### The metal 2 layer

The bar under the picture is 20 um long.
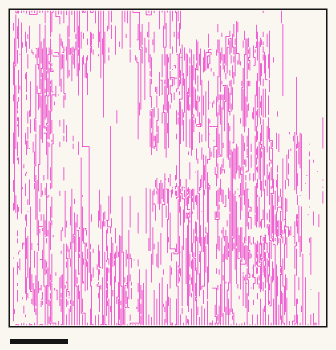
### Supply network

The bar under the picture is 20 um long. Pins as bars on the die edge.
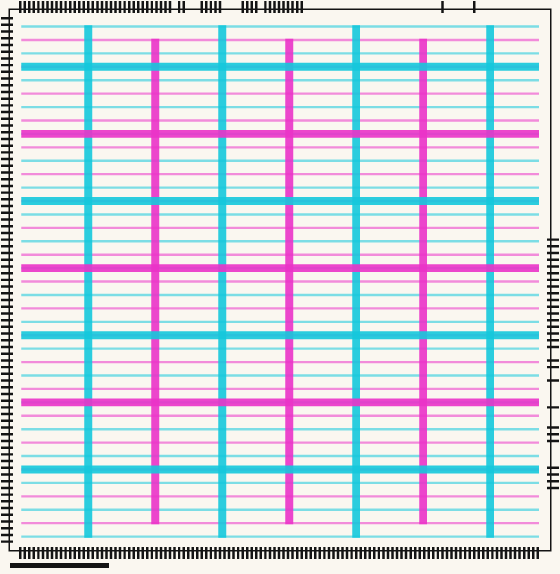
### Signal wires by layer

The bar under the picture is 20 um long. Two of the layers only.
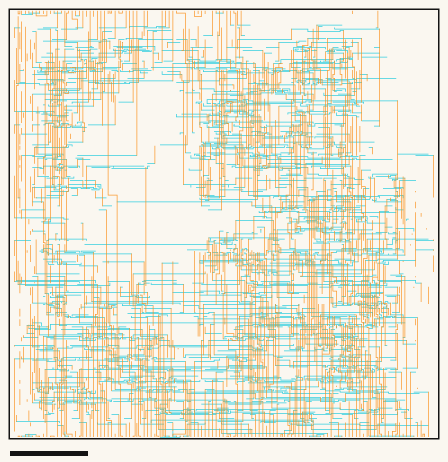
### Met3 routing

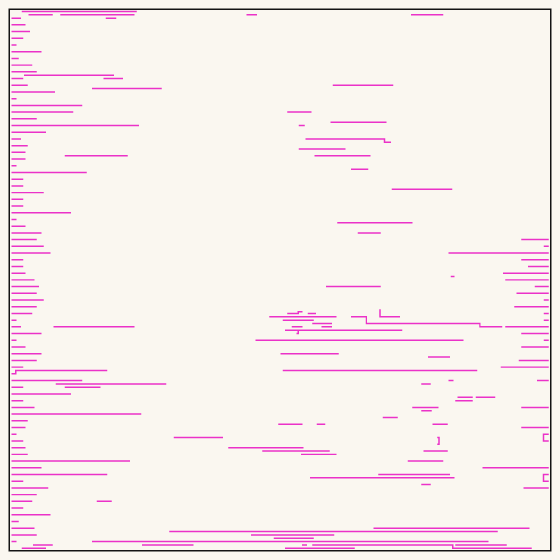
### Clock routing

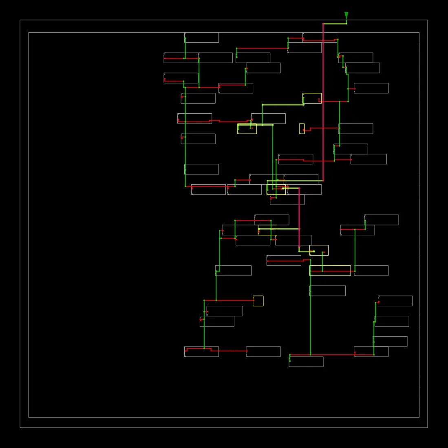
File: config.mk
export PLATFORM = sky130hd
export DESIGN_NAME = dilithium_job_arbiter
export DESIGN_NICKNAME = d
export VERILOG_FILES = /design/src/rtl/dilithium_job_arbiter.sv
export SDC_FILE = /design/constraint.sdc
export NUM_CORES = 1
export LEC_CHECK = 0
export CAP_MARGIN = 20
export CORE_MARGIN = 2
export CORE_UTILIZATION = 37
export CTS_CLUSTER_SIZE = 14
export DETAILED_ROUTE_END_ITERATION = 10
export PLACE_DENSITY = 0.83
export SETUP_SLACK_MARGIN = 0.2
export SLEW_MARGIN = 20
export SYNTH_ARGS = -nofsm -noshare
export SYNTH_HDL_FRONTEND = slang
export SYNTH_SLANG_ARGS = --single-unit
export TNS_END_PERCENT = 50
File: constraint.sdc
create_clock -name clk -period 3.15 [get_ports clk]
set_input_delay 0.4725 -clock clk [delete_from_list [all_inputs] [get_ports clk]]
set_output_delay 0.4725 -clock clk [all_outputs]
set_load 0.01 [all_outputs]
File: src/rtl/dilithium_job_arbiter.sv
// Round-robin arbiter sharing one Dilithium core among NUM_REQ clients, with stream muxing,
// job release on completion and a watchdog that resets a hung core.
module dilithium_job_arbiter #(
  parameter int unsigned NUM_REQ  = 4,
  parameter int unsigned WDOG_CYC = 2**20,
  parameter int unsigned RST_CYC  = 4,
  localparam int unsigned IDX_W   = $clog2(NUM_REQ)
) (
  input  logic                    clk,
  input  logic                    rst_n,
  input  logic [NUM_REQ-1:0]      req_i,
  input  logic [2*NUM_REQ-1:0]    mode_i,
  output logic [NUM_REQ-1:0]      gnt_o,
  output logic [NUM_REQ-1:0]      done_o,
  output logic [NUM_REQ-1:0]      err_o,
  input  logic [NUM_REQ-1:0]      cl_valid_i,
  output logic [NUM_REQ-1:0]      cl_ready_i,
  input  logic [32*NUM_REQ-1:0]   cl_data_i,
  output logic [NUM_REQ-1:0]      cl_valid_o,
  input  logic [NUM_REQ-1:0]      cl_ready_o,
  output logic [31:0]             cl_data_o,
  output logic                    core_start,
  output logic [1:0]              core_mode,
  output logic                    core_valid_i,
  output logic [31:0]             core_data_i,
  input  logic                    core_ready_i,
  input  logic                    core_valid_o,
  input  logic [31:0]             core_data_o,
  output logic                    core_ready_o,
  input  logic                    core_done,
  output logic                    core_rst,
  output logic                    busy_o,
  output logic [IDX_W-1:0]        owner_o
);

  localparam int unsigned SUM_W  = IDX_W + 1;
  localparam int unsigned WDOG_W = (WDOG_CYC > 1) ? $clog2(WDOG_CYC) : 1;
  localparam int unsigned RST_W  = $clog2(RST_CYC + 1);
  localparam logic [WDOG_W-1:0] WDOG_LAST = WDOG_W'((WDOG_CYC == 0) ? 0 : WDOG_CYC - 1);
  localparam logic [RST_W-1:0]  RST_INIT  = RST_W'(RST_CYC);
  localparam logic [RST_W-1:0]  RST_ABORT = RST_W'(RST_CYC - 1);

  typedef enum logic [2:0] {StIdle, StStart, StRun, StRelease, StAbort} state_e;

  state_e              state_q;
  logic [IDX_W-1:0]    owner_q, rr_q, pick, off;
  logic [NUM_REQ-1:0]  gnt_q, done_q, err_q, owner_oh, rot;
  logic [2*NUM_REQ-1:0] req_dbl;
  logic [SUM_W-1:0]    sum;
  logic [1:0]          pick_mode, own_mode, core_mode_q;
  logic                core_start_q, core_rst_q, req_any, run, hs, complete, wdog_expire;
  logic [WDOG_W-1:0]   wdog_q;
  logic [RST_W-1:0]    rst_cnt_q;

  function automatic logic [IDX_W-1:0] next_idx(input logic [IDX_W-1:0] i);
    return (i == IDX_W'(NUM_REQ - 1)) ? '0 : i + IDX_W'(1);
  endfunction

  // Rotate requests so bit 0 is rr_q, take the lowest set bit, then rotate the index back.
  always_comb begin
    req_dbl = {req_i, req_i} >> rr_q;
    rot     = req_dbl[NUM_REQ-1:0];
    off     = '0;
    req_any = 1'b0;
    for (int j = NUM_REQ - 1; j >= 0; j--) begin
      if (rot[j]) begin
        off     = IDX_W'(j);
        req_any = 1'b1;
      end
    end
    sum  = {1'b0, rr_q} + {1'b0, off};
    pick = (sum >= SUM_W'(NUM_REQ)) ? IDX_W'(sum - SUM_W'(NUM_REQ)) : sum[IDX_W-1:0];
  end

  always_comb begin
    pick_mode   = '0;
    own_mode    = '0;
    core_data_i = '0;
    for (int k = 0; k < NUM_REQ; k++) begin
      if (pick == IDX_W'(k)) pick_mode = mode_i[2*k +: 2];
      if (owner_q == IDX_W'(k)) begin
        own_mode    = mode_i[2*k +: 2];
        core_data_i = cl_data_i[32*k +: 32];
      end
    end
  end

  assign run          = (state_q == StRun);
  assign owner_oh     = NUM_REQ'(1) << owner_q;
  assign core_valid_i = run & |(cl_valid_i & owner_oh);
  assign core_ready_o = run & |(cl_ready_o & owner_oh);
  assign cl_ready_i   = (run && core_ready_i) ? owner_oh : '0;
  assign cl_valid_o   = (run && core_valid_o) ? owner_oh : '0;
  assign cl_data_o    = core_data_o;
  assign hs           = (core_valid_i & core_ready_i) | (core_valid_o & core_ready_o);
  // A result word still waiting on the client must drain before the job can finish.
  assign complete     = core_done & ~(core_valid_o & ~|(cl_ready_o & owner_oh));
  assign wdog_expire  = (WDOG_CYC != 0) && (wdog_q == WDOG_LAST);

  always_ff @(posedge clk or negedge rst_n) begin
    if (!rst_n) begin
      state_q      <= StIdle;
      owner_q      <= '0;
      rr_q         <= '0;
      gnt_q        <= '0;
      done_q       <= '0;
      err_q        <= '0;
      core_start_q <= 1'b0;
      core_mode_q  <= '0;
      core_rst_q   <= 1'b1;
      rst_cnt_q    <= RST_INIT;
      wdog_q       <= '0;
    end else begin
      done_q       <= '0;
      err_q        <= '0;
      core_start_q <= 1'b0;
      if (rst_cnt_q != '0) rst_cnt_q <= rst_cnt_q - RST_W'(1);
      core_rst_q <= (rst_cnt_q != '0);
      unique case (state_q)
        StIdle: begin
          if (!core_rst_q && req_any) begin
            owner_q <= pick;
            if (pick_mode == 2'd3) begin
              err_q <= NUM_REQ'(1) << pick;
              rr_q  <= next_idx(pick);
            end else begin
              state_q <= StStart;
            end
          end
        end
        StStart: begin
          gnt_q        <= owner_oh;
          core_start_q <= 1'b1;
          core_mode_q  <= own_mode;
          wdog_q       <= '0;
          state_q      <= StRun;
        end
        StRun: begin
          if (complete) begin
            done_q  <= owner_oh;
            state_q <= StRelease;
          end else if (hs) begin
            wdog_q <= '0;
          end else if (wdog_expire) begin
            core_rst_q <= 1'b1;
            rst_cnt_q  <= RST_ABORT;
            if (RST_CYC <= 1) err_q <= owner_oh;
            state_q    <= StAbort;
          end else begin
            wdog_q <= wdog_q + WDOG_W'(1);
          end
        end
        StRelease: begin
          gnt_q   <= '0;
          rr_q    <= next_idx(owner_q);
          state_q <= StIdle;
        end
        StAbort: begin
          // err lands on the final abort cycle, the one where the counter reads zero.
          if (rst_cnt_q == RST_W'(1)) err_q <= owner_oh;
          if (rst_cnt_q == '0) begin
            gnt_q   <= '0;
            rr_q    <= next_idx(owner_q);
            state_q <= StIdle;
          end
        end
        default: state_q <= StIdle;
      endcase
    end
  end

  assign gnt_o      = gnt_q;
  assign done_o     = done_q;
  assign err_o      = err_q;
  assign core_start = core_start_q;
  assign core_mode  = core_mode_q;
  assign core_rst   = core_rst_q;
  assign busy_o     = (state_q != StIdle);
  assign owner_o    = owner_q;

endmodule
==> impl_metrics.py <==
# Generated from Yosys and OpenROAD reports
metrics = {
    "status": {
        "status": "finished clean",
    },
    "synth": {
        "ys.flops": 46,
        "flop_cell": "dfrtp_1",
        "synthCells": 550,
        "synth_warnings": 0,
        "mux_share_pct": 0.487,
        "fp_nets": 748,
        "synthArstFlopShare_pct": 100,
        "synthXorXnorAreaFrac_pct": 0.426,
        "postSynthSeqShare_pct": 28.0,
        "synth_area_um2": 4110,
        "synth_adder_area_share_pct": 3.95,
        "edf_count": 0,
        "synth_cell_types": 58,
    },
    "final_timing": {
        "rsz0062_at_grt": "yes",
        "slew_headroom_pct": 34.7,
        "fin_crit_sh_pct": 91.2,
        "setup_viol": 0,
        "hold_viol_final": 0,
        "slew_violations": 0,
        "worst_slew_pin_slew_ns": 0.965,
    },
    "worst_setup_path": {
        "startpoint": "owner_o[0]",
        "cpPeakStageDelay_ns": 0.57,
        "crit_cells": 9,
        "r2r_start": "rr_q[0]",
        "rr_worst_depth": 12,
        "r2r_slack_ns": 0.32,
        "critPathSlowestCell": "clkdlybuf4s50_1",
        "path_cells": "inv_1 -> ha_1 -> nor2b_4 -> buf_12 -> a22oi_1 -> nor2_1 -> a21oi_1 -> o21ai_1 -> clkdlybuf4s50_1",
        "crit_type": "reg -> out",
        "worst-path-buf-inv": 3,
        "cp_max_fo": 24,
        "r2r-end": "rr_q[0]",
        "endpoint": "core_data_i[18]",
        "crit_family": "buffers and inverters",
    },
    "routing": {
        "drt-initial-drc-count": 288,
        "wl_met2_um": 7920,
        "wl_per_cell_um": 18.7,
        "drt-pass1-iter-count": 6,
        "ant_nets": 0,
        "wl_met3_um": 1440,
    },
    "cells_and_area": {
        "final-comb-area_um2": 2510,
        "synthToLayoutAreaGrowth_pct": 55.3,
        "final_core_util_pct": 58.9,
        "stdcell_area_um2": 6390,
        "finalNonFillerCells": 865,
        "drive_gt1_share_pct": 8.00,
        "diodes": 0,
    },
    "clocking": {
        "htree_num_levels": 2,
        "cts_resized": 19,
        "cts_tree": "yes",
        "postCtsSetupBuffers": 0,
        "clk_path_buf_depth": 2,
        "clkTransAtPathRegs_ns": 0.09,
        "cts_root_buf": "clkbuf_8",
    },
    "floorplanning": {
        "die_area_um2": 12000,
        "row_count": 38,
        "ioPinCount": 278,
        "fp-utilization_pct": 37.9,
        "die_w_um": 109,
    },
    "min_path": {
        "min_path_type": "in -> async",
    },
    "global_route": {
        "grt_pass1_wl_um": 24500,
        "grt_max_degree": 75,
        "grt_use_met1_pct": 34.0,
    },
    "power": {
        "power_density_nw_per_um2": 753,
    },
    "placement": {
        "placed_cells": 855,
        "hpwlAfterDp_um": 12800,
    },
    "run": {
        "warnings": 35,
    },
}
About 'The metal 2 layer':
The longest straight run is 66.1 um. The layer holds 49% of the routed length.
total wire length: 16200 um
routed vias: 4908
M2 GR Usage: 44.7%

About 'Supply network':
Key: magenta = VDD; cyan = VSS
278 signal pins sit on the boundary. 7 straps on met5.

About 'Signal wires by layer':
Key: orange = metal 2 [wire length 7920 um]; cyan = metal 1 [wire length 6730 um]

About 'Met3 routing':
The longest straight run is 80.0 um. The wires run mostly horizontal.
met3 Use GR: 6.82%

About 'Clock routing':
clock group power: 0.000451 W
clk_skew: 0.0103 ns
clock latency on the worst-skew pair: 0.30 ns
clock buffer count: 6
cts bufs inserted: 5

## cell type report
class                           count  share of cell area (%)
Multi-Input combinational cell    414                    39.3
Clock inverter                      2                   0.588
Clock buffer                        6                    1.14
Timing Repair Buffer              236                    36.9
Tap cell                          140                    2.74
Inverter                           21                    1.23
Sequential cell                    46                    18.1
## kinds of logic (layout without fill, tap and decap cells)
logic type	count (synthesis)	count (layout)
buf+inv	90	265
simple gates	210	210
fa+ha+maj	13	13
xor+xnor	2	2
compound gates	187	187
mux	2	2
flops	46	46
## where the power goes
part,internal [W],switching [W]
sequential,0.000733,0.000152
clock,0.000237,0.000214
combinational,0.00159,0.00188
total,0.00256,0.00225
## synthesized netlist by cell type, drive strengths merged, types with 3 or more instances
cell | instances | area, um2
a211oi | 5 | 37.5
a21oi | 46 | 230
a22o | 3 | 26.3
a22oi | 35 | 263
a31oi | 19 | 119
a32o | 3 | 30.0
and2 | 5 | 31.3
and3 | 14 | 87.6
and4 | 5 | 43.8
buf | 45 | 309
clkbuf | 24 | 90.1
dfrtp | 44 | 1100
ha | 13 | 163
inv | 21 | 78.8
nand2 | 61 | 229
nand2b | 9 | 56.3
nand3 | 21 | 110
nand4 | 7 | 43.8
nor2 | 49 | 184
nor2b | 4 | 25.0
nor3 | 12 | 65.1
nor4 | 7 | 58.8
o211ai | 9 | 67.6
o21ai | 46 | 230
o221ai | 5 | 43.8
or3 | 5 | 31.3
## metrics by stage
stage	worst slack, ns	hold slack [ns]	setup TNS, ns
after floorplan	0.326	0.177	0
after global placement	-0.243	0.471	-1.21
after detailed placement	-0.308	0.485	-1.54
after CTS	0.201	0.386	0
after global routing	0.138	0.213	0
final	0.277	0.163	0
## sequential cells by signal, summed over array words and instances (netlist names)
signal / count
rr_q: 2
err_o: 4
core_mode: 2
core_rst: 1
rst_cnt_q: 3
owner_o: 2
core_start: 1
done_o: 4
state_q: 3
gnt_o: 4
wdog_q: 20
## worst min-delay path by stage
stage / startpoint / end / slack (ns) / depth (start not counted)
global route: rst_n / wdog_q[13] / 0.21 / 1
global placement: wdog_q[19] / wdog_q[19] / 0.47 / 1
CTS: rst_n / wdog_q[14] / 0.39 / 1
detailed placement: core_mode[0] / core_mode[0] / 0.48 / 2
floorplan: rst_n / core_mode[0] / 0.18 / 0
finish: rst_n / wdog_q[14] / 0.16 / 1
## placed cells by master (no fill, tap or decap), drive strengths merged, types with 3 or more instances in the layout
cell | synthesis | layout
clkdlybuf4s50 | 0 | 189
nand2 | 61 | 61
nor2 | 49 | 49
a21oi | 46 | 46
o21ai | 46 | 46
dfrtp | 44 | 44
a22oi | 35 | 35
buf | 45 | 23
inv | 21 | 21
nand3 | 21 | 21
a31oi | 19 | 19
and3 | 14 | 14
ha | 13 | 13
dlymetal6s2s | 0 | 12
nor3 | 12 | 12
dlygate4sd2 | 0 | 10
o211ai | 9 | 9
nand2b | 9 | 9
clkbuf | 24 | 8
nand4 | 7 | 7
nor4 | 7 | 7
or3 | 5 | 5
and4 | 5 | 5
o221ai | 5 | 5
a211oi | 5 | 5
and2 | 5 | 5
nor2b | 4 | 4
a22o | 3 | 3
a32o | 3 | 3
No activity file was given, so power comes from the tool's default toggle rates.
